===== src/rtl/inc_arbiter.sv =====
// inc_arbiter: round-robin arbiter sharing one registered 16-bit incrementer
// among NUM_REQ requesters with a req/gnt/rsp handshake, one op per 3 cycles.
module inc_arbiter #(
    parameter int NUM_REQ = 4,
    parameter int IDX_W   = 2
) (
    input  logic                   clk,
    input  logic                   rst_n,
    input  logic [NUM_REQ-1:0]     req,
    input  logic [16*NUM_REQ-1:0]  req_operand,
    output logic [NUM_REQ-1:0]     gnt,
    output logic [NUM_REQ-1:0]     rsp_valid,
    output logic [15:0]            rsp_data,
    output logic                   rsp_ovf,
    output logic                   busy
);
    typedef enum logic [1:0] {IDLE, EXEC, DONE} state_t;

    state_t             state, state_nx;
    logic [IDX_W-1:0]   ptr, idx, win;
    logic               found;
    logic [15:0]        op_reg, res_reg, inc_out;
    logic               ovf_reg;
    logic [NUM_REQ-1:0] one;

    assign one     = {{(NUM_REQ-1){1'b0}}, 1'b1};
    assign inc_out = op_reg + 16'd1;

    // first requester at or after ptr, wrapping modulo NUM_REQ
    always_comb begin
        win   = ptr;
        found = 1'b0;
        for (int k = 0; k < NUM_REQ; k++) begin
            if (!found && req[IDX_W'((int'(ptr) + k) % NUM_REQ)]) begin
                win   = IDX_W'((int'(ptr) + k) % NUM_REQ);
                found = 1'b1;
            end
        end
    end

    always_comb begin
        state_nx = (state == IDLE) ? (|req ? EXEC : IDLE) :
                   (state == EXEC) ? DONE : IDLE;
    end

    always_ff @(posedge clk or negedge rst_n) begin
        if (!rst_n) state <= IDLE;
        else        state <= state_nx;
    end

    always_ff @(posedge clk or negedge rst_n) begin
        if (!rst_n) begin
            ptr     <= '0;
            idx     <= '0;
            op_reg  <= '0;
            res_reg <= '0;
            ovf_reg <= 1'b0;
        end else begin
            if (state == IDLE && |req) begin
                idx    <= win;
                op_reg <= req_operand[16*win +: 16];
            end
            if (state == EXEC) begin
                res_reg <= inc_out;
                ovf_reg <= &op_reg;
            end
            if (state == DONE)
                ptr <= (idx == IDX_W'(NUM_REQ - 1)) ? '0 : idx + 1'b1;
        end
    end

    assign gnt       = (state == EXEC) ? one << idx : '0;
    assign rsp_valid = (state == DONE) ? one << idx : '0;
    assign rsp_data  = (state == DONE) ? res_reg : 16'd0;
    assign rsp_ovf   = (state == DONE) && ovf_reg;
    assign busy      = (state != IDLE);
endmodule

===== config.mk =====
export PLATFORM = sky130hd
export DESIGN_NAME = inc_arbiter
export DESIGN_NICKNAME = d
export VERILOG_FILES = /design/src/rtl/inc_arbiter.sv
export SDC_FILE = /design/constraint.sdc
export NUM_CORES = 1
export LEC_CHECK = 0
export CAP_MARGIN = 10
export CORE_MARGIN = 5
export CORE_UTILIZATION = 30
export CTS_BUF_LIST = sky130_fd_sc_hd__clkbuf_16
export CTS_CLUSTER_DIAMETER = 150
export DETAILED_ROUTE_END_ITERATION = 10
export SLEW_MARGIN = 30
export SYNTH_ARGS = -nofsm -noshare
export SYNTH_HDL_FRONTEND = slang
export SYNTH_SLANG_ARGS = --single-unit

===== constraint.sdc =====
create_clock -name clk -period 1.9 [get_ports clk]
set_input_delay 0.19 -clock clk [delete_from_list [all_inputs] [get_ports clk]]
set_output_delay 0.19 -clock clk [all_outputs]
set_load 0.02 [all_outputs]

Fig. 1: clock network drawn from the DEF
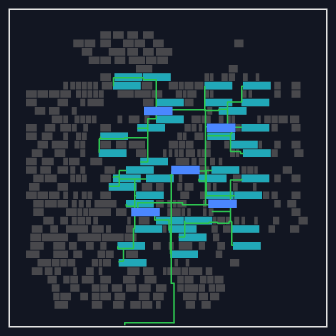
Cyan stands for flip-flops, count 39. Green stands for clock wires, length 442 um. Blue stands for clock-net drivers, count 5.
There are 6 routed clock nets.
clock tree skew after final layout: 4.095 ps
clock network power: 0.776 mW

Fig. 2: congestion heat map
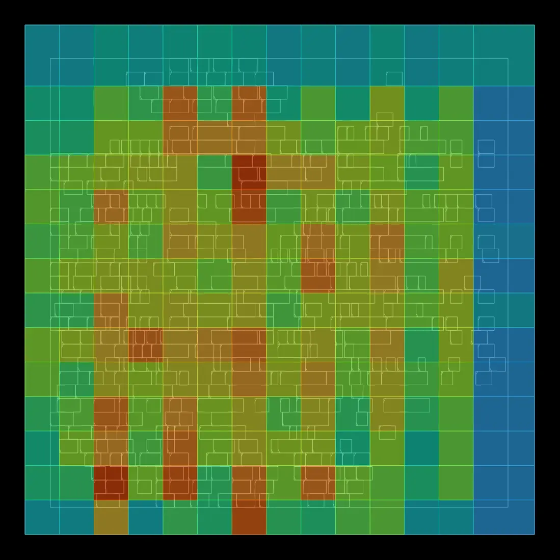
fraction of met3 tracks used by global routing: 3.823%
routing usage on met2: 21.23%
Post-Route Utilization: 48.06%

Fig. 3: cell sizes after repair
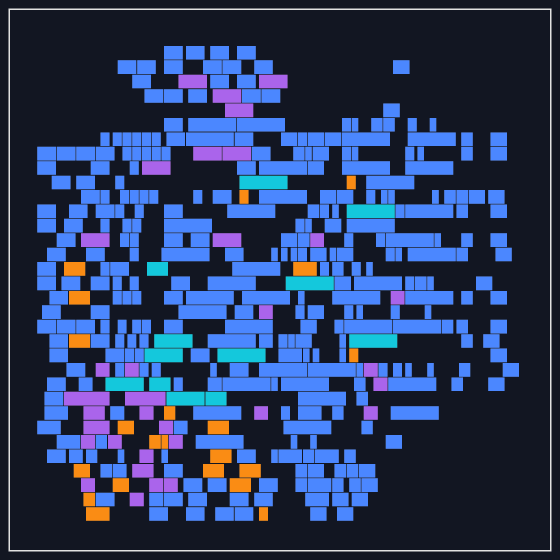
Cyan stands for x6 and larger, cells 12. Purple stands for x3 and x4, cells 33. Blue stands for x1 and smaller, cells 320. Orange stands for x2, cells 21.

==> results.txt <==
Physical implementation status

Among the non-sequential cells, simple AND/OR/NAND/NOR gates take the most area. The die height stands at between 100 and 150 um. The max-capacitance violation count stands at 0.

The total area of multi-input combinational cells stands at between 0.0015 and 0.002 mm^2. The post-synthesis to final-layout area growth stands at 55.85%. Setup slack on the worst reg-to-reg path comes out at between 60 and 70 ps. The final standard cell area without fillers stands at about 0.004 mm^2. For the worst setup path, the data arrival time is about 2000 ps.

Per the post-run analysis, buffers plus inverters along the critical path come to 1. Sequential power for this build is around 1.6 mW. Per the post-synthesis report, the nets total 348. The die width stands at about 100 um. The area used by sequential logic in the layout stands at approximately 980 um^2.

The number of DRC markers after the initial detailed-route iteration stands at between 80 and 90. In this run, the synthesized area fraction spent on xor and xnor cells is recorded as 4.840%. Broken down by cell family, the worst path's largest delay share belongs to AND-OR/OR-AND gates. Measured against the total synthesized area, the mux share comes to 9.679%. The clock-pin slew reported for the worst setup and hold paths after clock tree synthesis stands at roughly 50 ps. The total negative slack stands at 0 ps. Per the cell usage report, the commonest logic cells after layout are clkdlybuf4s50_1, dfrtp_1, o21ai_0, nand2_1, and2_1. Hold timing on the final database bottoms out at a slack of ~350 ps. The minimum setup slack after placement stands at -285.8 ps. The worst setup path is of the flop to flop kind. The stage logs contain a warning count of 30.

The count of clock-net buffers in the final layout stands at 5. The final-report max-slew violation count stands at 0. The combinational cell fraction of total power stands at 54.6%. The global router reports that the layer with the highest usage is met2. The via count of the first global-routing pass was approximately 2.4k. The clock network burns ~15% of the power.

For this run, the detailed router reports a per-instance via density of between 4 and 5. OpenSTA lists the critical path startpoint as ptr[0]$_DFFE_PN0P_. The number of hold buffers added after CTS was 1. Routability-driven placement finished with a final weighted congestion of a little under 0.8. Measured on the final layout, buffering overhead outside the clock network stands at 29.69%.

The final hold violation count stands at 0. The worst endpoint required time stands at 2060 ps. Summing the sequential cell areas from Yosys gives between 30% and 40% of the chip area. The number of port buffers stands at between 90 and 100.

The highest attainable clock frequency stands at about 550 MHz. Ranked by instance count, the synthesized netlist is headed by dfrtp_1, o21ai_0, nand2_1. The buffer count from post-CTS setup fixing stands at 0.

The layout filler cell count stands at 791. The detailed router put a total of approximately 3200 um of wire on met1. The initial core utilization stands at around 31%. The synthesis report gives the async set-or-reset register share as 100.0%. For this run, combinational gates with multiple inputs come to 214. The worst slew slack as a fraction of its limit stands at about 76%. Summing every instance area after synthesis gives around 0.0025 mm^2. The proportion of cell area occupied by registers stands at about 25%.

The post-synthesis compound-gate area fraction stands at between 10% and 20%. The H-tree generated during clock tree synthesis spans 2 levels. The worst setup path is captured at a flop. Summing the areas of all fa, ha and maj instances in the mapped netlist gives under 10% of the synthesized area. In this run the power density over the cells is about 1300 mW/mm^2. The layout inverter count without the clock tree stands at 4. For the worst flop-to-flop path, the logic depth is 6. Per the layout report, the design carries ~120 non-clock buffers. The synthesis report names the predominant flop master as dfrtp_1. The largest single stage delay on the critical path is 420 ps. The fraction of standard cell area in multi-input logic stands at roughly two fifths. The maximum fanout encountered on the critical timing path stands at 16. The register bit total from synthesis stands at 39.

The cell-mix breakdown from Yosys lists the simple-gate area share as around 22%. STA classifies the critical path startpoint as a flop. In the Yosys report the total cell count is approximately 270. The proportion of power drawn by flip-flops and latches stands at 30.3%. The pin count of the biggest net entering global routing stands at 34. The ratio of cells with drive above 1 in the final layout stands at between 15 and 20%.

The flow ran to the end, and the final reports show no timing, DRC or antenna violations. The critical path's slowest stage uses the library cell dfrtp_1. The most frequently used library cell after synthesis is dfrtp_1.

The highest layer touched by signal routing is met4. The DRC violations left stands at 0. Counting flops with a built-in enable in the synthesized netlist gives 0. The first-pass iteration count of the detailed router stands at 4. The internal power of the cells totals 3.150 mW. The cell area after placement stands at roughly 0.0037 mm^2. The net switching power of the design stands at about 2.0 mW.

The fraction of area in clock buffers and inverters stands at about 3.5%. The post-detailed-placement half-perimeter wirelength stands at ~5600 um. The flip-flop and latch count stands at 39. During tapcell insertion the tool placed between 100 and 150 well taps. For the pin with the worst max-slew slack, the measured transition is roughly 360 ps.
Fig. 4: gate families picked out
Bar = 20 um.
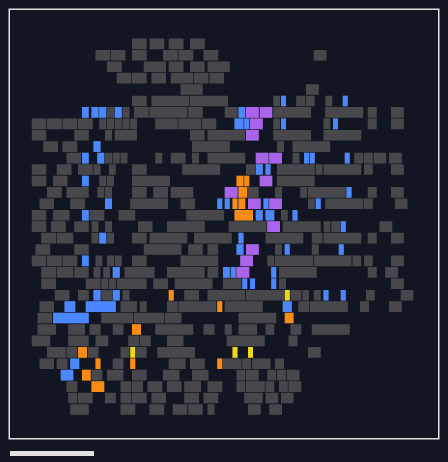
Blue stands for nand cells, cells 54. Yellow stands for inv cells, cells 4, where south. Orange stands for nor cells, cells 16. Purple stands for xor and xnor cells, cells 14.

Fig. 5: the metal 3 layer
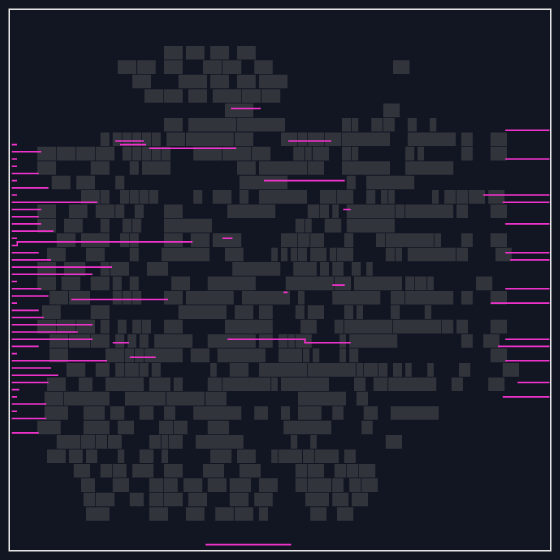
The longest straight run is 32.9 um. 64 nets have wire on it.
Total Routed Length: 7012 um
number of vias after detailed routing: 2,351

No activity file was given, so power comes from the tool's default toggle rates.
